<file path="src/rtl/uart_tx_fifo.sv">
// ---------------------------------------------------------------------------
// uart_tx_fifo -- buffered, parametrised UART transmitter.
//
// Bytes are accepted into a small FIFO and serialised LSB-first as
// start bit, DATA_BITS data bits, an optional parity bit and STOP_BITS stop
// bits. Every bit lasts CLK_DIV clocks. If another byte is waiting when the
// last stop bit ends, its start bit follows immediately, with no idle gap.
//
// Optional feature: define UART_TX_PARITY_EN to insert a parity bit after
// the data bits. parity_odd_i selects odd (1) or even (0) parity. Without
// the macro, parity_odd_i is present but ignored.
//
// Ports:
//   clk_i        system clock
//   rst_n_i      asynchronous active-low reset; aborts any frame in flight
//   tx_start_i   write strobe; tx_data_i is pushed when tx_start_i & tx_rdy_o
//   tx_data_i    byte to transmit (DATA_BITS wide)
//   parity_odd_i parity sense, sampled when a byte leaves the FIFO
//   tx_o         serial line, idles high (registered)
//   tx_rdy_o     FIFO not full
//   tx_busy_o    frame in progress or FIFO non-empty
//   fifo_cnt_o   FIFO occupancy
//   overflow_o   one-cycle pulse, the cycle after a push was dropped
// ---------------------------------------------------------------------------
`timescale 1ns/1ps
module uart_tx_fifo #(
    parameter int CLK_DIV    = 2604,
    parameter int DATA_BITS  = 8,
    parameter int STOP_BITS  = 1,
    parameter int FIFO_DEPTH = 4
) (
    input  logic                        clk_i,
    input  logic                        rst_n_i,
    input  logic                        tx_start_i,
    input  logic [DATA_BITS-1:0]        tx_data_i,
    input  logic                        parity_odd_i,
    output logic                        tx_o,
    output logic                        tx_rdy_o,
    output logic                        tx_busy_o,
    output logic [$clog2(FIFO_DEPTH):0] fifo_cnt_o,
    output logic                        overflow_o
);
    localparam int PTR_W  = $clog2(FIFO_DEPTH);
    localparam int CNT_W  = PTR_W + 1;
    localparam int BAUD_W = $clog2(CLK_DIV);
    // Counts data bits (up to 8) and stop bits (up to 2).
    localparam int IDX_W  = 4;

    typedef enum logic [2:0] {
        S_IDLE,
        S_START,
        S_DATA,
`ifdef UART_TX_PARITY_EN
        S_PARITY,
`endif
        S_STOP
    } state_e;

    state_e               state_q, state_d;
    logic [DATA_BITS-1:0] mem [FIFO_DEPTH];
    logic [PTR_W-1:0]     wr_ptr_q, rd_ptr_q;
    logic [CNT_W-1:0]     cnt_q, cnt_d;
    logic [BAUD_W-1:0]    baud_q, baud_d;
    logic [IDX_W-1:0]     idx_q, idx_d;
    logic [DATA_BITS-1:0] shift_q, shift_d;
    logic                 tx_q, tx_d;
    logic                 ovf_q;
`ifdef UART_TX_PARITY_EN
    logic                 par_q, par_d;
`else
    logic                 unused_parity_odd;
    assign unused_parity_odd = parity_odd_i;
`endif

    logic fifo_empty, fifo_rdy, push, pop, bit_done, last_data, last_stop;

    // Occupancy is checked before any pop: a full FIFO refuses a push even
    // when a byte leaves it in the same cycle.
    assign fifo_empty = (cnt_q == '0);
    assign fifo_rdy   = (cnt_q != CNT_W'(FIFO_DEPTH));
    assign push       = tx_start_i & fifo_rdy;
    assign bit_done   = (baud_q == BAUD_W'(CLK_DIV - 1));
    assign last_data  = (idx_q == IDX_W'(DATA_BITS - 1));
    assign last_stop  = (idx_q == IDX_W'(STOP_BITS - 1));
    // A byte is popped exactly when a new frame begins.
    assign pop        = (state_d == S_START) && (state_q != S_START);

    // ---------------- state / datapath registers ----------------
    always_ff @(posedge clk_i or negedge rst_n_i) begin
        if (!rst_n_i) begin
            state_q  <= S_IDLE;
            wr_ptr_q <= '0;
            rd_ptr_q <= '0;
            cnt_q    <= '0;
            baud_q   <= '0;
            idx_q    <= '0;
            shift_q  <= '0;
            tx_q     <= 1'b1;
            ovf_q    <= 1'b0;
`ifdef UART_TX_PARITY_EN
            par_q    <= 1'b0;
`endif
        end else begin
            state_q  <= state_d;
            wr_ptr_q <= wr_ptr_q + PTR_W'(push);
            rd_ptr_q <= rd_ptr_q + PTR_W'(pop);
            cnt_q    <= cnt_d;
            baud_q   <= baud_d;
            idx_q    <= idx_d;
            shift_q  <= shift_d;
            tx_q     <= tx_d;
            ovf_q    <= tx_start_i & ~fifo_rdy;
`ifdef UART_TX_PARITY_EN
            par_q    <= par_d;
`endif
        end
    end

    // FIFO storage carries no reset; the pointers define what is valid.
    always_ff @(posedge clk_i) begin
        if (push) begin
            mem[wr_ptr_q] <= tx_data_i;
        end
    end

    // ---------------- next-state logic ----------------
    always_comb begin
        state_d = state_q;
        case (state_q)
            S_IDLE:   if (!fifo_empty) state_d = S_START;
            S_START:  if (bit_done) state_d = S_DATA;
            S_DATA: begin
                if (bit_done && last_data) begin
`ifdef UART_TX_PARITY_EN
                    state_d = S_PARITY;
`else
                    state_d = S_STOP;
`endif
                end
            end
`ifdef UART_TX_PARITY_EN
            S_PARITY: if (bit_done) state_d = S_STOP;
`endif
            S_STOP: begin
                if (bit_done && last_stop) begin
                    state_d = fifo_empty ? S_IDLE : S_START;
                end
            end
            default:  state_d = S_IDLE;
        endcase
    end

    // ---------------- output / datapath logic ----------------
    always_comb begin
        tx_d    = tx_q;
        shift_d = shift_q;
        idx_d   = idx_q;
        cnt_d   = cnt_q;
        // Baud counter rests at zero in IDLE, so a new frame starts aligned.
        baud_d  = (state_q == S_IDLE || bit_done) ? '0 : baud_q + 1'b1;
`ifdef UART_TX_PARITY_EN
        par_d   = par_q;
`endif
        case ({push, pop})
            2'b10:   cnt_d = cnt_q + 1'b1;
            2'b01:   cnt_d = cnt_q - 1'b1;
            default: cnt_d = cnt_q;
        endcase

        if (pop) begin
            tx_d    = 1'b0;
            shift_d = mem[rd_ptr_q];
            idx_d   = '0;
`ifdef UART_TX_PARITY_EN
            par_d   = (^mem[rd_ptr_q]) ^ parity_odd_i;
`endif
        end else if (bit_done) begin
            case (state_q)
                S_START: tx_d = shift_q[0];
                S_DATA: begin
                    if (last_data) begin
                        idx_d = '0;
`ifdef UART_TX_PARITY_EN
                        tx_d  = par_q;
`else
                        tx_d  = 1'b1;
`endif
                    end else begin
                        // shift_q[1] is the bit that moves into position 0.
                        tx_d    = shift_q[1];
                        shift_d = shift_q >> 1;
                        idx_d   = idx_q + 1'b1;
                    end
                end
`ifdef UART_TX_PARITY_EN
                S_PARITY: begin
                    tx_d  = 1'b1;
                    idx_d = '0;
                end
`endif
                S_STOP: begin
                    tx_d  = 1'b1;
                    idx_d = idx_q + 1'b1;
                end
                default: tx_d = 1'b1;
            endcase
        end
    end

    assign tx_o       = tx_q;
    assign tx_rdy_o   = fifo_rdy;
    assign tx_busy_o  = (state_q != S_IDLE) || !fifo_empty;
    assign fifo_cnt_o = cnt_q;
    assign overflow_o = ovf_q;

endmodule

</file>
<file path="config.mk">
export PLATFORM = sky130hd
export DESIGN_NAME = uart_tx_fifo
export DESIGN_NICKNAME = d
export VERILOG_FILES = /design/src/rtl/uart_tx_fifo.sv
export SDC_FILE = /design/constraint.sdc
export NUM_CORES = 1
export LEC_CHECK = 0
export CAP_MARGIN = 15
export CELL_PAD_IN_SITES_DETAIL_PLACEMENT = 2
export CELL_PAD_IN_SITES_GLOBAL_PLACEMENT = 2
export CORE_MARGIN = 2
export CORE_UTILIZATION = 38
export DETAILED_ROUTE_END_ITERATION = 16
export PLACE_DENSITY = 0.84
export SYNTH_ARGS = -nofsm -noshare
export SYNTH_HDL_FRONTEND = slang
export SYNTH_SLANG_ARGS = --single-unit
export TNS_END_PERCENT = 5
</file>
<file path="constraint.sdc">
create_clock -name clk_i -period 2.4 [get_ports clk_i]
set_input_delay 0.6 -clock clk_i [delete_from_list [all_inputs] [get_ports clk_i]]
set_output_delay 0.6 -clock clk_i [all_outputs]
set_load 0.02 [all_outputs]
</file>
==> images/clk_routes.png <==
Drawn at 4 px/µm.
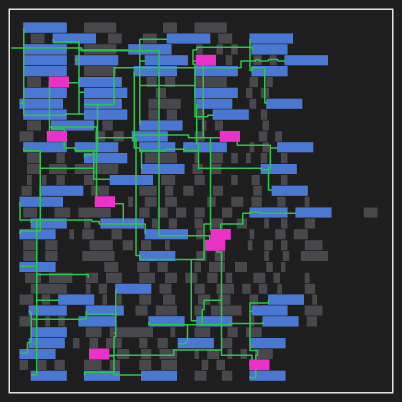
[clock drivers] magenta | count: 9
[clock wires] green | length: 1,110 µm
[flip-flops] blue | count: 68
routed clock nets: 10
flops lie: spread over the die

==> images/io_fan.png <==
Drawn at 4 px/µm.
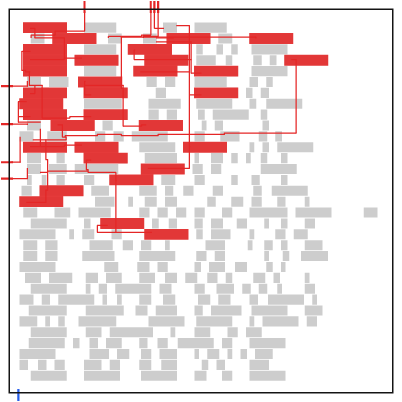
| port | color | bits | direction | end cells |
|---|---|---|---|---|
| `tx_data_i` | red | 8 | input | 32 |
| `parity_odd_i` | blue | 1 | input | 0 |
# port buffers: 17
I/O pins: 19

==> changes_impl.md <==
## Implementation

* Status: completed
* DRT iter0 DRCs at 144
* Metal-1 WL at 4.07 mm
* Synth cell types at 49
* Pin count of the biggest net entering global routing at 22
* Dominant logic cell type in the layout: edfxtp_1
* Via count at 2,174
* Clk_skew at 0.0173 ns
* Die area at 0.00912 mm²
* Comb pwr at 0.00129 W
* Biggest area cells: edfxtp_1, dfrtp_1, mux4_2
* Yosys top cell by instances: dfrtp_1
* Buffering overhead at 0.0897
* Syn Inst Count at 236
* Most frequent cells after synthesis: dfrtp_1, edfxtp_1
* Clock buf count at 9
* Core Area at 0.00818 mm²
* Power share of the sequential group at 0.430
* Syn_area_per_cell at 13.5 µm²
* Reg-to-reg slack, setup at 0.004 ns
* Max reg flops at 32
* Insertion Delay late pin at 0.37 ns
* Yosys simple share at 0.165
* Clk. pwr at 0.00111 W
* H-tree levels at 3
* CP Data Required Time at 2.64 ns
* Final ANT Viol Nets at 0
* Root buf cell: clkbuf_8
* Comb_multi_in at 147
==> images/congestion.png <==
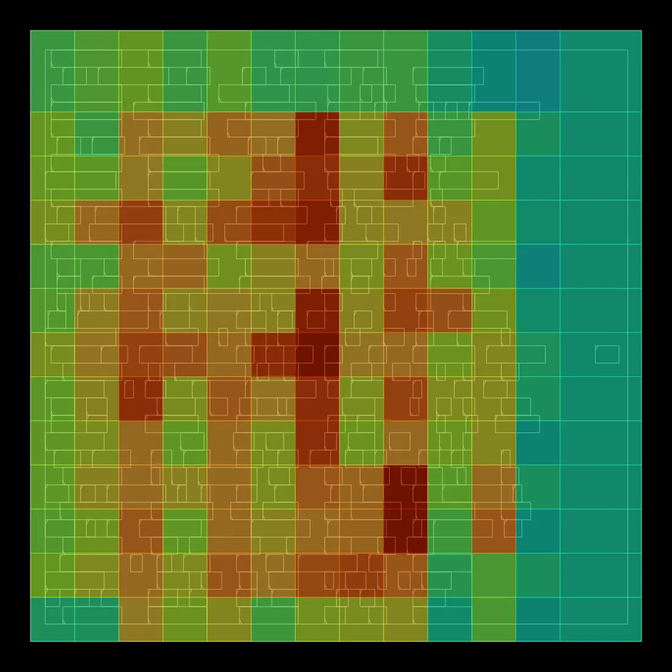
met3 usage: 0.0490
Final Core Density: 0.472
grt met2 use: 0.389
met1 GRT Util: 0.270
gr busiest metal: met2

No activity file was given, so power comes from the tool's default toggle rates.
